Fig. 1: run 1, register map, names as in the netlist
Other sequential cells in the stronger grey, the rest of the logic in the fainter grey.
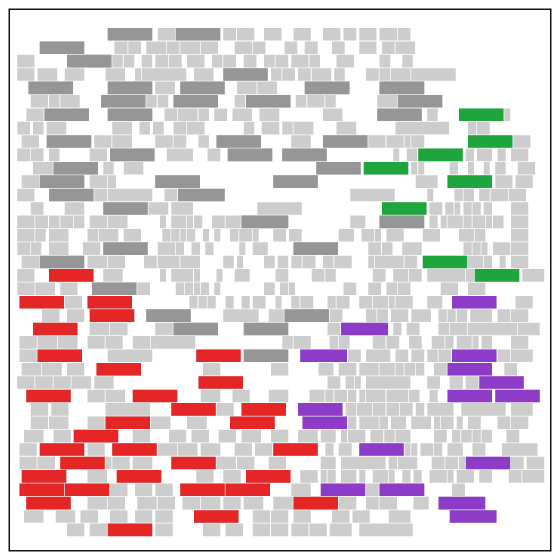
Fig. 2: run 1, cell placement
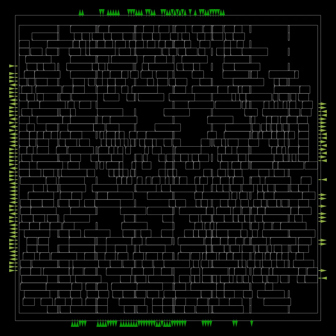
Fig. 3: run 1, metal 2
Bar = 20 µm.
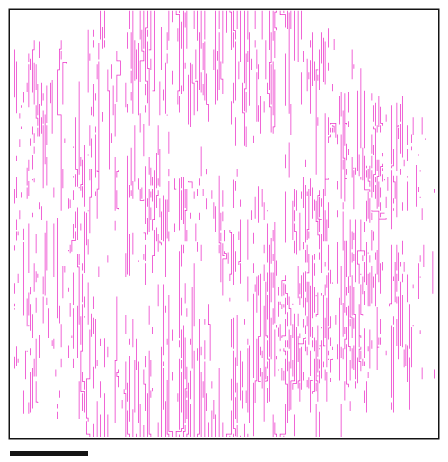
Fig. 4: run 1, port wiring
Bar = 20 µm.
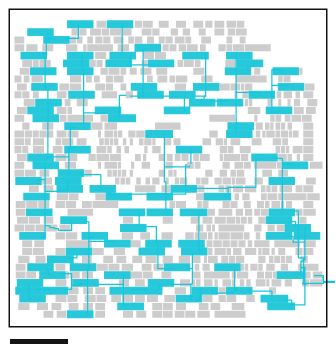
### src/rtl/sci_ctrl_pkg.sv
// sci_sequencer shared types: FSM states, instruction classes,
// field positions and the decoded datapath bundle.
package sci_ctrl_pkg;

  typedef enum logic [2:0] {
    IDLE,
    FETCH,
    DECODE,
    WAIT_EXT,
    WRITE,
    RETIRE,
    HALTED
  } state_t;

  typedef enum logic [1:0] {
    CLS_ALU  = 2'b00,
    CLS_LOAD = 2'b01,
    CLS_NOP  = 2'b10,
    CLS_HALT = 2'b11
  } class_t;

  localparam int OP_LSB  = 28;
  localparam int CLS_LSB = 26;
  localparam int WR_LSB  = 21;
  localparam int RD_LSB  = 16;
  localparam int IMM_LSB = 0;

  typedef struct packed {
    logic [3:0]  opCode;
    logic [4:0]  wrReg;
    logic [4:0]  rdReg1;
    logic [15:0] imme;
  } dp_t;

  function automatic logic [15:0] satInc(
    input logic [15:0] v
  );
    return (v == 16'hFFFF) ? v : v + 16'd1;
  endfunction

endpackage

### src/rtl/sci_sequencer_if.sv
// sci_sequencer_if: fetch, external-load and datapath control bundle.
// master = sequencer, slave = memory/data source/datapath side.
interface sci_sequencer_if #(
  parameter int AW = 8,
  parameter int DW = 32
);
  logic          start;
  logic [AW-1:0] pc_base;
  logic          imem_req;
  logic [AW-1:0] imem_addr;
  logic          imem_ack;
  logic [31:0]   imem_data;
  logic          ext_ready;
  logic          ext_valid;
  logic [DW-1:0] ext_data;
  logic          wr_enable;
  logic [4:0]    wr_reg;
  logic [4:0]    rd_reg1;
  logic [15:0]   imme;
  logic [3:0]    op_code;
  logic          sel_ch;
  logic [DW-1:0] sel_data;
  logic          busy;
  logic          halted;
  logic [15:0]   instr_count;

  modport master (
    input  start, pc_base,
    input  imem_ack, imem_data,
    input  ext_valid, ext_data,
    output imem_req, imem_addr,
    output ext_ready,
    output wr_enable, wr_reg, rd_reg1,
    output imme, op_code,
    output sel_ch, sel_data,
    output busy, halted, instr_count
  );

  modport slave (
    output start, pc_base,
    output imem_ack, imem_data,
    output ext_valid, ext_data,
    input  imem_req, imem_addr,
    input  ext_ready,
    input  wr_enable, wr_reg, rd_reg1,
    input  imme, op_code,
    input  sel_ch, sel_data,
    input  busy, halted, instr_count
  );
endinterface

### src/rtl/sci_decode.sv
// sci_decode: splits the instruction register into datapath
// fields and one-hot class flags (HALT is the remaining case).
module sci_decode
  import sci_ctrl_pkg::*;
(
  input  logic [31:0] ir,
  output dp_t         dp,
  output logic        isAlu,
  output logic        isLoad,
  output logic        isNop
);

  class_t cls;

  assign cls = class_t'(ir[CLS_LSB +: 2]);

  assign dp = '{
    opCode: ir[OP_LSB +: 4],
    wrReg:  ir[WR_LSB +: 5],
    rdReg1: ir[RD_LSB +: 5],
    imme:   ir[IMM_LSB +: 16]
  };

  assign isAlu  = (cls == CLS_ALU);
  assign isLoad = (cls == CLS_LOAD);
  assign isNop  = (cls == CLS_NOP);

endmodule

### src/rtl/sci_sequencer.sv
// sci_sequencer: multi-cycle fetch/decode/write controller for
// the register-file/ALU/write-back-mux datapath.
module sci_sequencer
  import sci_ctrl_pkg::*;
#(
  parameter int AW          = 8,
  parameter int DW          = 32,
  parameter bit ZERO_REG_RO = 1'b1
) (
  input logic             clk,
  input logic             rst_n,
  sci_sequencer_if.master bus
);

  state_t        state;
  logic [AW-1:0] pc;
  logic [31:0]   ir;
  logic [DW-1:0] selData;
  logic [15:0]   count;
  logic          imemReq;
  logic          extReady;
  logic          wrEnable;
  logic          selCh;
  logic          busy;
  logic          halted;
  logic          dpActive;
  dp_t           dp;
  logic          isAlu;
  logic          isLoad;
  logic          isNop;
  logic          wrOk;

  sci_decode u_decode (
    .ir     (ir),
    .dp     (dp),
    .isAlu  (isAlu),
    .isLoad (isLoad),
    .isNop  (isNop)
  );

  assign wrOk = !(ZERO_REG_RO && dp.wrReg == 5'd0);

  always_ff @(posedge clk or negedge rst_n) begin
    if (!rst_n) begin
      state    <= IDLE;
      pc       <= '0;
      ir       <= '0;
      selData  <= '0;
      count    <= '0;
      imemReq  <= 1'b0;
      extReady <= 1'b0;
      wrEnable <= 1'b0;
      selCh    <= 1'b0;
      busy     <= 1'b0;
      halted   <= 1'b0;
      dpActive <= 1'b0;
    end else begin
      unique case (state)
        IDLE, HALTED: begin
          if (bus.start) begin
            state   <= FETCH;
            pc      <= bus.pc_base;
            count   <= '0;
            imemReq <= 1'b1;
            busy    <= 1'b1;
            halted  <= 1'b0;
          end
        end
        FETCH: begin
          if (bus.imem_ack) begin
            ir       <= bus.imem_data;
            imemReq  <= 1'b0;
            dpActive <= 1'b1;
            state    <= DECODE;
          end
        end
        DECODE: begin
          unique case (1'b1)
            isAlu: begin
              state    <= WRITE;
              wrEnable <= wrOk;
              selCh    <= 1'b0;
            end
            isLoad: begin
              state    <= WAIT_EXT;
              extReady <= 1'b1;
            end
            isNop: begin
              state    <= RETIRE;
              dpActive <= 1'b0;
            end
            default: begin
              state    <= HALTED;
              dpActive <= 1'b0;
              busy     <= 1'b0;
              halted   <= 1'b1;
              count    <= satInc(count);
            end
          endcase
        end
        WAIT_EXT: begin
          if (bus.ext_valid) begin
            selData  <= bus.ext_data;
            selCh    <= 1'b1;
            wrEnable <= wrOk;
            extReady <= 1'b0;
            state    <= WRITE;
          end
        end
        WRITE: begin
          wrEnable <= 1'b0;
          selCh    <= 1'b0;
          dpActive <= 1'b0;
          state    <= RETIRE;
        end
        RETIRE: begin
          pc      <= pc + AW'(1);
          count   <= satInc(count);
          imemReq <= 1'b1;
          state   <= FETCH;
        end
        default: state <= IDLE;
      endcase
    end
  end

  // Datapath fields are only presented from DECODE through WRITE.
  assign bus.imem_req    = imemReq;
  assign bus.imem_addr   = pc;
  assign bus.ext_ready   = extReady;
  assign bus.wr_enable   = wrEnable;
  assign bus.wr_reg      = dpActive ? dp.wrReg : 5'd0;
  assign bus.rd_reg1     = dpActive ? dp.rdReg1 : 5'd0;
  assign bus.imme        = dpActive ? dp.imme : 16'd0;
  assign bus.op_code     = dpActive ? dp.opCode : 4'd0;
  assign bus.sel_ch      = selCh;
  assign bus.sel_data    = selData;
  assign bus.busy        = busy;
  assign bus.halted      = halted;
  assign bus.instr_count = count;

endmodule

### src/flat_wrapper.sv
// flat-port wrapper written by rule: the top's interface ports become plain ports
module sci_sequencer_flat import sci_ctrl_pkg::*;
#(
  parameter int AW          = 8,
  parameter int DW          = 32,
  parameter bit ZERO_REG_RO = 1'b1
)
  (clk, rst_n, bus_start, bus_pc_base, bus_imem_ack, bus_imem_data, bus_ext_valid, bus_ext_data, bus_imem_req, bus_imem_addr, bus_ext_ready, bus_wr_enable, bus_wr_reg, bus_rd_reg1, bus_imme, bus_op_code, bus_sel_ch, bus_sel_data, bus_busy, bus_halted, bus_instr_count);
  sci_sequencer_if #(.AW(AW), .DW(DW)) bus_i ();
  input logic clk;
  input logic rst_n;
  input wire logic [$bits(bus_i.start)-1:0] bus_start;
  input wire logic [$bits(bus_i.pc_base)-1:0] bus_pc_base;
  input wire logic [$bits(bus_i.imem_ack)-1:0] bus_imem_ack;
  input wire logic [$bits(bus_i.imem_data)-1:0] bus_imem_data;
  input wire logic [$bits(bus_i.ext_valid)-1:0] bus_ext_valid;
  input wire logic [$bits(bus_i.ext_data)-1:0] bus_ext_data;
  output wire logic [$bits(bus_i.imem_req)-1:0] bus_imem_req;
  output wire logic [$bits(bus_i.imem_addr)-1:0] bus_imem_addr;
  output wire logic [$bits(bus_i.ext_ready)-1:0] bus_ext_ready;
  output wire logic [$bits(bus_i.wr_enable)-1:0] bus_wr_enable;
  output wire logic [$bits(bus_i.wr_reg)-1:0] bus_wr_reg;
  output wire logic [$bits(bus_i.rd_reg1)-1:0] bus_rd_reg1;
  output wire logic [$bits(bus_i.imme)-1:0] bus_imme;
  output wire logic [$bits(bus_i.op_code)-1:0] bus_op_code;
  output wire logic [$bits(bus_i.sel_ch)-1:0] bus_sel_ch;
  output wire logic [$bits(bus_i.sel_data)-1:0] bus_sel_data;
  output wire logic [$bits(bus_i.busy)-1:0] bus_busy;
  output wire logic [$bits(bus_i.halted)-1:0] bus_halted;
  output wire logic [$bits(bus_i.instr_count)-1:0] bus_instr_count;
  assign bus_i.start = bus_start;
  assign bus_i.pc_base = bus_pc_base;
  assign bus_i.imem_ack = bus_imem_ack;
  assign bus_i.imem_data = bus_imem_data;
  assign bus_i.ext_valid = bus_ext_valid;
  assign bus_i.ext_data = bus_ext_data;
  assign bus_imem_req = bus_i.imem_req;
  assign bus_imem_addr = bus_i.imem_addr;
  assign bus_ext_ready = bus_i.ext_ready;
  assign bus_wr_enable = bus_i.wr_enable;
  assign bus_wr_reg = bus_i.wr_reg;
  assign bus_rd_reg1 = bus_i.rd_reg1;
  assign bus_imme = bus_i.imme;
  assign bus_op_code = bus_i.op_code;
  assign bus_sel_ch = bus_i.sel_ch;
  assign bus_sel_data = bus_i.sel_data;
  assign bus_busy = bus_i.busy;
  assign bus_halted = bus_i.halted;
  assign bus_instr_count = bus_i.instr_count;
  sci_sequencer #(.AW(AW), .DW(DW), .ZERO_REG_RO(ZERO_REG_RO)) u_core (.clk(clk), .rst_n(rst_n), .bus(bus_i));
endmodule
### config.mk
export PLATFORM = sky130hd
export DESIGN_NAME = sci_sequencer_flat
export DESIGN_NICKNAME = d
export VERILOG_FILES = /design/src/rtl/sci_ctrl_pkg.sv /design/src/rtl/sci_sequencer_if.sv /design/src/rtl/sci_decode.sv /design/src/rtl/sci_sequencer.sv /design/src/flat_wrapper.sv
export SDC_FILE = /design/constraint.sdc
export NUM_CORES = 1
export LEC_CHECK = 0
export CAP_MARGIN = 30
export CORE_UTILIZATION = 41
export DETAILED_ROUTE_END_ITERATION = 12
export PLACE_DENSITY = 0.78
export SLEW_MARGIN = 15
export SYNTH_ARGS = -nofsm -noshare
export SYNTH_HDL_FRONTEND = slang
export SYNTH_SLANG_ARGS = --single-unit
### constraint.sdc
create_clock -name clk -period 1.73 [get_ports clk]
set_input_delay 0.173 -clock clk [delete_from_list [all_inputs] [get_ports clk]]
set_output_delay 0.173 -clock clk [all_outputs]
set_load 0.03 [all_outputs]
==> summary.txt, run 1 <==
yosys + openroad results -> Syn Inst Count=421, mean post-synth cell area=between 10 and 15 µm², Simple-Gate Area Share=0.142, number of slew-limit violations in the final report=0, GRT Total Usage=0.212, Cell Area, Synth=0.00475 mm², cts hold-fix bufs=1, layout cells sized above 1=0.297, CTS-repair resized insts=11, register area share after synthesis=0.516, skew final=about 6 ps, hold crit path type=input pin to async pin, WP data arrival=~2000 ps, status=complete, but fails checks, initial antenna violation count=0, clk sinks=around 98, Total Nets Final=slightly above 700, Yosys chip area=~0.0048 mm², FP Rows=38, CTS tree=yes, Pleak=approximately 0.0032 µW, Main synth FF type=dfrtp_1, DRC errors left=0, Vias=about 4,000, RSZ-0062 raised after global routing=true, EDFF count, synth=0, type of origin of the critical path=register, Die Wd=~110 µm, Clk pin slew, worst setup/hold paths=70 ps, XOR Share, Synth=0, Net Count, Synth=roughly 500, Critical Path Sink Type=register, H-tree depth=3, die y size=~110 µm, Tmin final=between 1500 and 2000 ps, largest net degree at the start of global routing=a little over 40, R2R Setup Slk=-60 ps, dpl hpwl=between 9 and 10 mm, critical path startpoint=u_core.bus.instr_count[1], Synth flops=98, MaxCap Viol Count=0, MUX area fraction=0.167, routability cong.=approximately 0.88, Cell Type Count=about 54, Async SR Flop Fraction=1.00, DR pass1 iterations=4, placed insts=approximately 750, YS warnings=0, critical path class=register to register, P&R area growth vs syn=53.8%, R2R depth=5, Routed Wire Length=12.4 mm, clk_lat worst skew=about 350 ps, global-route wire length before repair=19.6 mm, final setup vio count=2, pwr/cell area=between 1500 and 2000 mW/mm², diode count=0, biggest fanout along the worst timing path=2, fmax=roughly 560 MHz, vias in the first global route=4,026, area of placed instances=slightly below 0.007 mm², Detailed Route Iter0 Violations=between 200 and 250, Max-slew headroom=0.716, post-route setup slack=-60.9 ps, failing checks=negative setup slack, worst vdd ir=1.16 mV, fp_density=0.429, Finished Cell Area=0.00731 mm², setup bufs post-CTS=0, RR Startpoint=u_core.bus.instr_count[1], Tcrit/Tclk final=1.04, reg2reg end=u_core.bus.instr_count[12], Slew @ Worst Pin=between 400 and 500 ps, CTS Buffer Depth=2, Setup TNS=-70.3 ps, full die area=0.0120 mm², cell count in the Yosys report=about 420, antenna-violating nets left=0, fa+ha+maj area frac=0.0158, Num CTS Buffers=9, root buffer cell=clkbuf_16, tool warnings=32, Synth logic family=multiplexers, number of hold violations in the final report=0, Compound-Gate Fraction of Synth Area=0.124, number of vias per cell=about 5.3, required time worst endpoint=approximately 2000 ps, routed len/inst=16.1 µm, global route overflow=0
## Picture notes: Fig. 1
Key: `u_core.bus.imem_addr` = green [flops 8]; `u_core.bus.instr_count` = purple [flops 16]; `u_core.bus.sel_data` = red [flops 32]

## Picture notes: Fig. 2
Non-Filler Instances: 773
flop share of the area: 0.337
final core occ: 0.660
Filler cells: 877
Std-Cell Core Area: 0.0111 mm²

## Picture notes: Fig. 3
640 nets have wire on it. The layer holds 50% of the routed length. The longest straight run is 34.8 µm.

## Picture notes: Fig. 4
Key: `rst_n` = cyan [bits 1, direction input, edge right, end cells 98, buffers 6, wire 828 µm]
IO Pins: 169
PortBufs: 168

## run 1: final cells by class
class                           count  area [µm²]
Clock inverter                      4        73.8
Sequential cell                    98        2460
Timing Repair Buffer              222        2080
Tap cell                          140         175
Multi-Input combinational cell    284        2230
Clock buffer                       12         246
Fill cell                         877        3770
Inverter                           13        48.8
## run 1: power breakdown
part           internal (µW)  switching [µW]  total [µW]  leakage [µW]
clock                   1310             870        2180      0.000157
sequential              3330             705        4030       0.00118
combinational           3590            4100        7690       0.00188
## run 1: how the worst max path moves through the flow
stage	endpoint	depth (start not counted)
after floorplan	u_core.bus.instr_count[12]	5
after global placement	u_core.bus.instr_count[14]	6
after detailed placement	u_core.bus.instr_count[1]	7
after CTS	u_core.bus.instr_count[12]	5
after global routing	u_core.bus.instr_count[12]	7
final	u_core.bus.instr_count[12]	5
## run 1: layout by cell type, fill, tap and decap left out, types with 5 or more instances in the layout
| master | count |
|---|---|
| clkbuf_16 | 9 |
| a21oi_1 | 10 |
| dfrtp_1 | 92 |
| and2_1 | 31 |
| dfrtp_2 | 6 |
| nand2b_1 | 7 |
| inv_1 | 13 |
| nor2_1 | 10 |
| mux2i_1 | 6 |
| a211oi_1 | 5 |
| dlymetal6s2s_1 | 8 |
| clkdlybuf4s50_1 | 128 |
| o21ai_0 | 29 |
| nand2_1 | 21 |
| buf_4 | 76 |
| nand3_1 | 15 |
| a2bb2oi_1 | 7 |
| mux2_2 | 65 |
## run 1: through the flow
step | hold WS (ps) | total power, µW | setup slack (ps)
6_report | 303 | 13900 | -60.9
5_1_grt | 332 | 14700 | -133
4_1_cts | 314 | 13900 | -36.6
3_3_place_gp | 134 | 11400 | -104
2_1_floorplan | -123 | 8550 | -150
3_5_place_dp | 137 | 11600 | -173
## run 1: synth_stat cells, drive strengths merged, types with 6 or more instances
master	instances	share of area
buf	13	0.015
o21ai	30	0.032
a211oi	6	0.0095
a21oi	10	0.011
mux2i	6	0.013
a2bb2oi	7	0.013
dfrtp	98	0.52
nand2	21	0.017
mux2	65	0.15
nand3	15	0.016
inv	13	0.010
ha	6	0.016
nand2b	7	0.0092
nor2	11	0.0092
and2	33	0.043
clkbuf	13	0.010
## run 1: registers in the layout (all words and copies together) (netlist names)
signal / cells
u_core.bus.halted: 1
u_core.bus.busy: 1
u_core.bus.imem_addr: 8
u_core.state: 3
u_core.bus.sel_data: 32
u_core.bus.sel_ch: 1
u_core.bus.instr_count: 16
u_core.bus.imem_req: 1
u_core.ir: 32
u_core.bus.wr_enable: 1
u_core.bus.ext_ready: 1
u_core.dpActive: 1
## run 1: worst max-delay path: stages (launching register included)
cell and delay (ps):
dfrtp_2 390, ha_4 140, nand4_1 140, or4_4 520
or4_1 440, o21ai_2 90
## run 1: per-layer routing
metal | wire length, µm | part of all wire | vias to the layer above | global-route usage
met5 | 0 | 0 | - | 0
met4 | 273 | 0.022 | 0 | 0.0838
met3 | 875 | 0.070 | 20 | 0.0593
met2 | 6160 | 0.50 | 139 | 0.341
met1 | 5120 | 0.41 | 1999 | 0.270
li1 | - | - | 1926 | -
--- run 2 (diff from run 1) ---
GPL_TIMING_DRIVEN = 0   (was not set)
Fig. 5: run 2, port wiring
Bar = 20 µm.
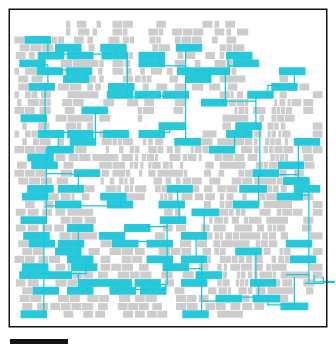
Key: `rst_n` = cyan [bits 1, direction input, edge right, end cells 98, buffers 3, wire 708 µm]

==> summary.txt, run 2 <==
yosys + openroad results -> status=complete, but fails checks, failing checks=negative setup slack, CTS Buffer Depth=2 (unchanged), vias in the first global route=4,050 (+0.60%), clk sinks=98 (unchanged), largest net degree at the start of global routing=61 (+49%), die y size=110 µm (unchanged), post-route setup slack=-85.6 ps (-24.7 ps), switching power=5740 µW (+1.0%), slowest stage delay, CP=530 ps (about the same), YS warnings=0 (unchanged), Synth logic family=multiplexers, register area share after synthesis=0.516 (unchanged), diode count=0 (unchanged), Top cells by area=dfrtp_1 (52%), mux2_2 (15%), and2_1 (4.2%), o21ai_0 (3.2%), nand2_1 (1.7%), XOR Share, Synth=0 (unchanged), Critical Path Sink Type=register, global route overflow=0 (unchanged), Cell Type Count=54 (unchanged), Synth flops=98 (unchanged), layout cells sized above 1=0.276 (-0.0213), global-route wire length before repair=19.6 mm (+0.17%), routability cong.=0.880 (+0.15%), root buffer cell=clkbuf_16, tool warnings=32 (unchanged), Net Count, Synth=504 (unchanged), slowest CP cell=or4_4, P&R area growth vs syn=50.6%, required time worst endpoint=2010 ps (about the same), WP data arrival=2090 ps (+30 ps), Tcrit/Tclk final=1.05 (+0.0143), IO Pins=169 (unchanged), hold crit path type=input pin to async pin, Top Family by Delay on Critical Path=simple AND/OR/NAND/NOR gates, biggest fanout along the worst timing path=4 (+2), EDFF count, synth=0 (unchanged), full die area=0.0120 mm² (unchanged), initial antenna violation count=0 (unchanged), Total Nets Final=691 (-2.8%), H-tree depth=3 (unchanged), Main synth FF type=dfrtp_1, clk_lat worst skew=350 ps (about the same), Place WS=-417 ps (-244 ps), final core occ=0.646 (-0.0137), skew final=7.35 ps (+1.51 ps), Detailed Route Iter0 Violations=149 (-39%), GRT Total Usage=0.213 (+0.000792), Pleak=0.00298 µW (-7.1%), Compound-Gate Fraction of Synth Area=0.124 (unchanged), PortBufs=168 (unchanged), Async SR Flop Fraction=1.00 (unchanged), number of vias per cell=5.34 (+1.1%), Std-Cell Core Area=0.0111 mm² (unchanged), mean post-synth cell area=11.3 µm² (unchanged), Max-area cell share=0.516 (unchanged), fmax=551 MHz (-1.4%), pwr/cell area=1890 mW/mm² (-0.54%), Die Wd=110 µm (unchanged), Sw Share=0.424 (+0.0152), Seq pwr share=0.294 (+0.004), CP Buf/Inv Count=0 (unchanged), cell type with the largest total area=dfrtp_1, number of hold violations in the final report=0 (unchanged), internal power=7810 µW (-5.1%), Clk pin slew, worst setup/hold paths=70 ps (about the same), type of origin of the critical path=register, Cell Area, Synth=0.00475 mm² (unchanged), Num CTS Buffers=9 (unchanged), final setup vio count=3 (+1), top cells by count=dfrtp_1 (98), mux2_2 (65), and2_1 (32), cell count in the Yosys report=421 (unchanged), share of power burned in combinational logic=0.559 (+0.006)
run 2: final timing paths:
check | start | end | slack (ps) | depth (start not counted)
max | u_core.bus.instr_count[1] | u_core.bus.instr_count[12] | -90 | 5
min | rst_n | u_core.bus.instr_count[3] | 290 | 2
max reg2reg | u_core.bus.instr_count[1] | u_core.bus.instr_count[12] | -90 | 5
min reg2reg | u_core.ir[18] | u_core.ir[18] | 500 | 1
max in group asynchronous | rst_n | u_core.ir[28] | 820 | 3
min in group clk | bus_pc_base[1] | u_core.bus.imem_addr[1] | 390 | 3
run 2: area by class of cell:
cell class              count  area, µm²
inverters                  13       48.8
plain buffers              21        171
flip-flops and latches     98       2460
well taps                 140        175
fillers                   903       3920
repair buffers            181       1700
multi-input cells         284       2320
clock buffers              11        233
clock inverters             5       53.8
run 2: worst reg2reg max path, cell delays in order (launching register included):
cell and delay, ps:
dfrtp_2 390, ha_4 160, nand4_1 180, or4_4 530, or4_1 410, o21ai_1 80
run 2: per-layer routing:
layer,routed length (µm),global-route usage,vias to the layer above,part of all wire
li1,-,-,1886,-
met1,5090,0.270,1976,0.42
met2,6020,0.341,146,0.49
met3,899,0.0611,14,0.074
met4,193,0.0886,0,0.016
met5,0,0,-,0
run 2: logic make-up (layout without fill, tap and decap cells):
| logic type | count (synthesis) | in the layout |
|---|---|---|
| AOI/OAI and AO/OA | 87 | 87 |
| adders and majority gates | 6 | 6 |
| buffers and inverters | 39 | 231 |
| DFF | 98 | 98 |
| muxes | 71 | 71 |
| and+or+nand+nor | 120 | 120 |
run 2: stage by stage:
stage	area, µm²	power [µW]	std cells	TNS, ps	hold WS (ps)
floorplan	4780	8550	421	-198	-123
global placement	6630	11300	729	-331840	482
detailed placement	6660	11500	730	-21750	105
CTS	7130	13500	751	-107	308
global route	7160	14300	753	-766	330
finish	7160	13500	753	-135	290
run 2: power groups by stage:
stage	Clock, µW	Combinational (µW)	Sequential, µW
after floorplan	0	3500	5050
after global placement	0	7340	3970
after detailed placement	0	7450	4040
after CTS	2020	7550	3980
after global routing	2110	8110	4120
final	1990	7570	3980
run 2: repair_timing:
item	in CTS	in global routing
gates resized	78	78
hold buffers	1	0
hold endpoints to repair	38	0
setup buffers	7	4
setup endpoints to repair	113	115
pin swaps	2	4
Power and IR drop assume default switching activity.
